run_1/drive_strength.png
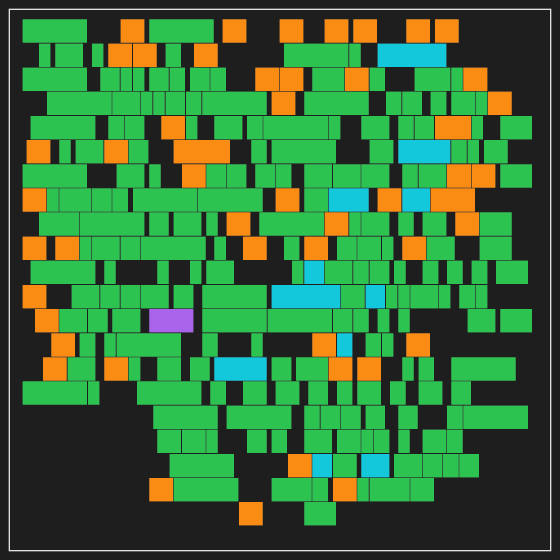
run_1/wire_density.png
Bar = 20 microns. The die is cut into 12 by 12 equal tiles; dark blue is low, red is high, scaled to the fullest tile. Values are wire area over tile area, all layers added.
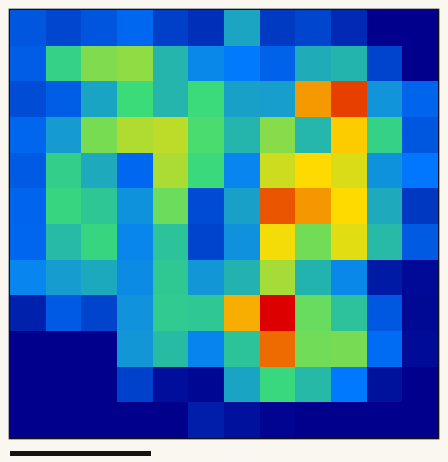
run_1/final_congestion.png
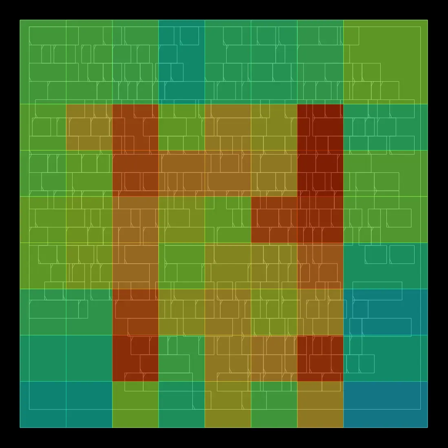
Design cpu_state_sequencer_flat, sky130hd; sources not shown.
==> COMMIT_EDITMSG, run 1 <==
Record implementation results from latest flow run

- Setup repair after global routing left no endpoint under its margin.
* Largest net degree at the start of global routing: 30
* Post-layout instance count excluding filler cells: 304
* Cell family with the largest share of critical-path delay: simple AND/OR/NAND/NOR gates
- Share of async-settable or async-resettable flops after synthesis: 0%
* Total nets after synthesis: 229
* Crit path arrival time: 2.55 ns
* Critical path endpoint category: register
* Area growth from synthesis to final layout: 25.35%
- Power per Cell Area: 409.6 nW/um^2
- In the synthesis report, Yosys lists the chip area as 1767 sq um.
- Net switching component of the power: 237.1 uW
* Die boundary width: 60.86 microns
- Sequential share of power: 55.4%
* Top cell type by instance count after synthesis: dfxtp_1
- Most frequent cells in the layout: buf_4 (41), dfxtp_1 (29), nor2_1 (25)
- Number of vias per cell after detailed routing: 5.766
- Synth top area cells: dfxtp_1 (35%), nor2_1 (5.3%), a21oi_1 (4.2%), o21ai_0 (4.0%), xor2_1 (4.0%)
- The highest clock rate this design can be run at is 0.4301 GHz.
* Final count of negative-setup-slack endpoints: 0
* Number of logic stages on the critical path including buffering: 8
* Total area of sequential cells: 623.1 sq um
- Count of input and output buffers: 31
* Largest cell class: combinational gates
- Cell type of the slowest stage on the worst timing path: or4_1
- For this run, the slowest stage of the critical path takes 0.59 ns.
* Inverters: 5
- In the synthesized netlist, the number of instances is 213.
* Maximum level of the CTS H-tree: 2
* Buffers inserted during post-CTS setup optimization: 0
- Summing all placed instances gives a cell area of 2156 sq um.
- Antenna violations before repair: 0
* Worst-case clock skew: 0.008775 ns
* Fraction of area in registers: 28.14%
- Buffers inserted during clock tree synthesis total 5.
- After floorplanning, the core was divided into 21 placement rows.
* CP startpoint kind: register
- Count of different cell masters after synthesis: 50
* Post-detailed-route DRC marker count: 0
- Yosys stat cell total: 213
* Synth warnings: 0
- Most frequent cells after synthesis: dfxtp_1 (31), nor2_1 (25), a21oi_1 (15)
* Clock sink count: 31
- Fin. Hold Viols: 0
- Per the post-run analysis, buffers plus inverters along the critical path come to 1.
- In this run the static leakage power is 0.0008710 uW.
- The highest metal layer carrying signal wires in the routed design is met4.
- Per the synthesis report, the dominant area consumer among library cells is dfxtp_1.
- The most used flip-flop cell after synthesis is dfxtp_1.
- Tapcells inserted: 46
* Non-clock buffer area fraction after layout: 17.51%
* Number of max-cap violations: 0
- Initial DRC count: 121
- P_comb: 109 uW
- The die is 60.86 microns tall.
- 166 cells are multi-input combinational gates.
* Register bit count reported by yosys: 31
* Cells resized by post-CTS repair: 0
- Met1 WL: 1893 microns
* Placed Cells: 297
* Layout Nets: 274
* Adder and majority gate portion of the synthesized area: 2.125%
- The worst-case max-slew headroom was logged as 70.89%.
* Area share of and-or/or-and cells after synthesis: 18.70%
- The report gives the cell count of the worst hold path as 1.
- Dividing the final minimum period by the clock period gives 93.00%.
- Design Power: 907.0 uW
* Internal power of the cells: 669.9 uW
- Number of detailed-route iterations in the first pass: 4
* Tool warnings: 31
- Number of primary I/O pins: 36
- Transition time at the pin with the least slew margin: 0.4306 ns
* Global-route wire length before repair: 6175 microns
* Final WL: 3992 microns
* Final Max Tran Viols: 0
* # fillers: 300
- In the setup report, the worst path falls into the class reg -> reg.
* Dominant power group: sequential cells
- met2 track demand over resource after global routing is 35.79%.
- Switching share of power: 26.15%
- The design has 31 sequential cells.
* Clock network fraction of total power: 32.6%
- The layout report lists the clock-cell share of area as 2.542%.
* Run status: finished clean
- Cells fill 66.37% of the core in the end.
- The OpenROAD report gives the critical path a required time of 2.72 ns.
- Per the layout area report, the combinational fraction of cell area is 48.36%.
* Max FFs per register: 16
- The synthesized netlist occupies a cell area of 1767 sq um.
* Antenna diode instance count: 0
- After legalization and detailed placement, the total HPWL measured 2867 microns.
- Register-to-register setup slack: 0.18 ns
* Routed wl met3: 212 microns
- At the later pin of the worst-skew pair, clock insertion delay measures 0.32 ns.
- Average instance area after synthesis: 8.294 sq um
* CTS tree: done
- XOR Share, Synth: 5.949%
Back to the opening pictures, drive_strength.png:
legend:
  drive 3 to 4:
    color: orange
    cells: 49
  drive 6 and up:
    color: purple
    cells: 1
  drive 2:
    color: cyan
    cells: 11
  drive 1 or less:
    color: green
    cells: 197
smallest setup slack after layout: 0.1750 ns
final non-filler cell area: 2215 sq um

Back to the opening pictures, wire_density.png:
tiles over half the peak: 19%
densest ninth of the die: center
fullest tile: 0.54
emptiest ninth of the die: lower left
mean over tiles: 0.17
nearly empty tiles: 15%
vias after detailed routing: 1,753
routed len/inst: 13.13 microns
global-route usage over all layers: 22.56%

Back to the opening pictures, final_congestion.png:
grt peak-use layer: met2
met3 track demand over resource in global routing: 5.330%

--- run 2 (diff from run 1) ---
CAP_MARGIN = 20   (was not set)
run_2/drive_strength.png
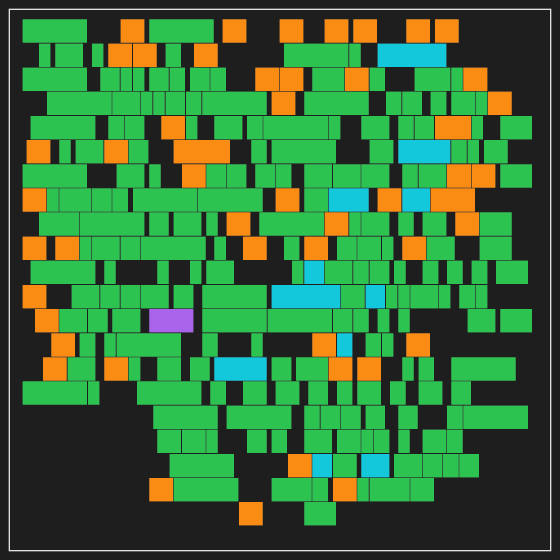
legend:
  drive 2:
    color: cyan
    cells: 11
  drive 3 to 4:
    color: orange
    cells: 49
  drive 6 and up:
    color: purple
    cells: 1
  drive 1 or less:
    color: green
    cells: 197
buffers outside the clock class: 49
area growth from synthesis to final layout: 25.35%

run_2/wire_density.png
Bar = 20 microns. The die is cut into 12 by 12 equal tiles; dark blue is low, red is high, scaled to the fullest tile. Values are wire area over tile area, all layers added.
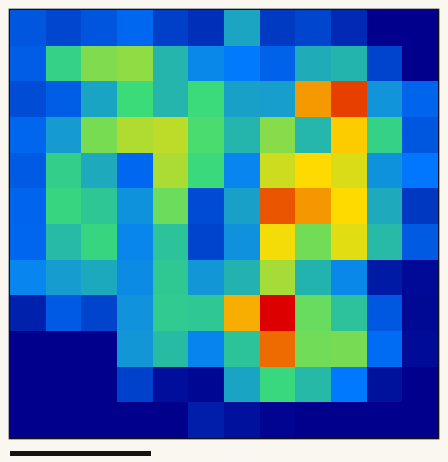
densest ninth of the die: center
emptiest ninth of the die: lower left
nearly empty tiles: 15%
fullest tile: 0.54
final WL: 3992 microns

run_2/cell_classes.png
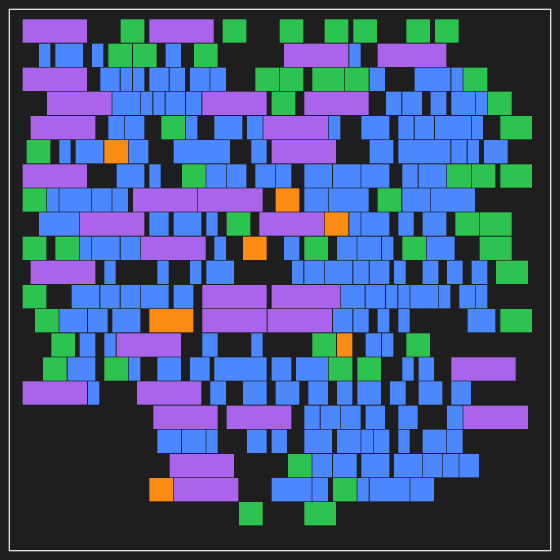
legend:
  other buffers and delay cells:
    color: green
    cells: 49
    share_of_their_area: 18%
  flip-flops:
    color: purple
    cells: 31
    share_of_their_area: 29%
  all other logic:
    color: blue
    cells: 171
    share_of_their_area: 51%
  clock drivers and dummy loads:
    color: orange
    cells: 7
    share_of_their_area: 2.6%
utilization after layout: 66.37%
row count: 21
fraction of area in registers: 28.14%
total core area: 3337 sq um

==> run 2 against run 1 <==
  * Total power unchanged
  * Sequential cell count stayed put
  * Critical path depth stayed put
  * Critical path type unchanged
  * Final cell count unchanged
  * Global-route usage unchanged
  * Non-clock buffer count unchanged
  * Maximum frequency is the same
  * Final area unchanged
  * Area after synthesis did not move
  * Sequential share of layout area unchanged
  * Combinational power about the same
  * Die size unchanged
==> COMMIT_EDITMSG, run 2 <==
Record implementation results from latest flow run

- Net switching component of the power: 237.1 uW (unchanged)
- Overall die height: 60.86 microns (unchanged)
* Global-route wire length before repair: 6175 microns (unchanged)
- Chip area from the yosys synthesis statistics: 1767 sq um (unchanged)
- Kind of critical path: reg -> reg
- The flop count is 31 (unchanged).
* Largest net degree at the start of global routing: 30 (unchanged)
* Initial DRC count: 121 (unchanged)
- Among logic cells in the layout, the one with the most instances is buf_4.
* Top flip-flop cell by instance count after synthesis: dfxtp_1
- The highest layer touched by signal routing is met4.
- Register bit count reported by yosys: 31 (unchanged)
- The internal cell power was 669.9 uW (unchanged).
* Sequential share of power: 55.4% (about the same)
- Inverters: 5 (unchanged)
- Dominant power group: sequential cells
* # fillers: 300 (unchanged)
* FF-to-FF path depth: 8
- Synth top area cells: dfxtp_1 (35%), nor2_1 (5.3%), a21oi_1 (4.2%), o21ai_0 (4.0%), xor2_1 (4.0%)
- The global routing met3 resource utilization is 5.330% (unchanged).
* Share of async-settable or async-resettable flops after synthesis: 0% (unchanged)
- Looking at the critical path, the single cell with the biggest stage delay is or4_1.
* Antenna violations before repair: 0 (unchanged)
- Final non-filler cell area: 2215 sq um (unchanged)
- The slew of the pin with the lowest slew margin was 0.4306 ns (unchanged).
- Switching share of power: 26.15% (unchanged)
* XOR Share, Synth: 5.949% (unchanged)
- The layout summary lists the proportion of cells stronger than drive strength 1 as 23.64%.
- Maximum clock frequency: 0.4301 GHz (unchanged)
- The cell count along the critical path is 8 (unchanged).
- The boundary pin count came to 36 (unchanged).
- Most frequent cells after synthesis: dfxtp_1 (31), nor2_1 (25), a21oi_1 (15)
- The met3 wire length came to 212 microns (unchanged).
- Critical path endpoint category: register
- The unique cell type count in the Yosys netlist is 50 (unchanged).
* Total half-perimeter wirelength after legalization and detailed placement: 2867 microns (unchanged)
- The number of vias per cell after detailed routing came to 5.766 (unchanged).
* Worst-case clock skew: 0.008775 ns (unchanged)
- The remaining design rule violation count is 0 (unchanged).
* Vias after detailed routing: 1,753 (unchanged)
- Cts bufs inserted: 5 (unchanged)
- The depth of the worst hold-timing path was 1 (unchanged).
- Area share of and-or/or-and cells after synthesis: 18.70% (unchanged)
- The setup slack of the worst register-to-register path came to 0.18 ns (about the same).
- Global-route usage over all layers: 22.56% (unchanged)
* Die boundary width: 60.86 microns (unchanged)
- Routed wl met2: 1835 microns
* Crit path arrival time: 2.55 ns (about the same)
* Total nets after synthesis: 229 (unchanged)
* Endpoint required time on the critical path: 2.72 ns (about the same)
- Post-layout instance count excluding filler cells: 304 (unchanged)
* Fin. Hold Viols: 0 (unchanged)
- Sorting the synthesis cell report by count puts at the top dfxtp_1.
- P_comb: 109 uW (about the same)
* Routing usage on met2: 35.79% (unchanged)
- CTS tree: done
- The worst slew margin relative to its limit came to 70.89% (unchanged).
- Sequential cell power: 502 uW
* Power per Cell Area: 409.6 nW/um^2 (unchanged)
- Cell family with the largest share of critical-path delay: simple AND/OR/NAND/NOR gates
- Total area of sequential cells: 623.1 sq um (unchanged)
- Area after detailed placement: 2156 sq um (unchanged)
- Routed len/inst: 13.13 microns (unchanged)
- Fraction of area in multi-input gates: 48.36% (unchanged)
- Number of max-cap violations: 0 (unchanged)
* Final count of negative-setup-slack endpoints: 0 (unchanged)
* Final Max Tran Viols: 0 (unchanged)
- The number of gates given a new drive strength after cts was 0 (unchanged).
- The count of TritonRoute iterations in the first routing pass came to 4 (unchanged).
- Clkbuf count: 6
- Tapcells inserted: 46 (unchanged)
- Max FFs per register: 16 (unchanged)
* Non-clock buffer area fraction after layout: 17.51% (unchanged)
- Clock root buffer master: clkbuf_4
* Tool warnings: 31 (unchanged)
* Final period util: 93.00% (unchanged)
- Antenna diode instance count: 0 (unchanged)
- CP bufs+invs: 1 (unchanged)
- Clock network fraction of total power: 32.6% (about the same)
- Count of input and output buffers: 31 (unchanged)
* Dominant cell type by area after synthesis: dfxtp_1
- Adder and majority gate portion of the synthesized area: 2.125% (unchanged)
- The cell count after synthesis was 213 (unchanged).
- After clock tree synthesis, the clock-pin slew on the worst setup and hold paths is 0.10 ns.
* Delay of the slowest cell on the worst path: 0.59 ns (about the same)
- The worst setup path is launched from a register.
- Combined area of all synthesized cells: 1767 sq um (unchanged)
- Leakage power figure: 0.0008710 uW (unchanged)
- Synth warnings: 0 (unchanged)
- The worst-skew pair later-pin latency was 0.32 ns (about the same).
- The global router reports that the layer with the highest usage is met2.
- The CTS sink count is 31 (unchanged).
- Met1 WL: 1893 microns (unchanged)
- Most frequent cells in the layout: buf_4 (41), dfxtp_1 (29), nor2_1 (25)
* Layout Nets: 274 (unchanged)
- Final-layout clock-cell area share: 2.542% (unchanged)
- The post-layout total power came to 907.0 uW (unchanged).
* Maximum level of the CTS H-tree: 2 (unchanged)
- Largest cell class: combinational gates
* Multi-input combinational cell count: 166 (unchanged)
- Setup repair after global routing left no endpoint under its margin.
- The tightest hold path in the finished design has a slack of 0.4941 ns.
* Buffers inserted during post-CTS setup optimization: 0 (unchanged)
- Smallest setup slack after layout: 0.1750 ns (unchanged)
- The flow ran to the end, and the final reports show no timing, DRC or antenna violations.
- The post-placement cell count was 297 (unchanged).
- Average instance area after synthesis: 8.294 sq um (unchanged)
- Yosys stat cell total: 213 (unchanged)
Power is estimated from default activity; no workload was simulated.
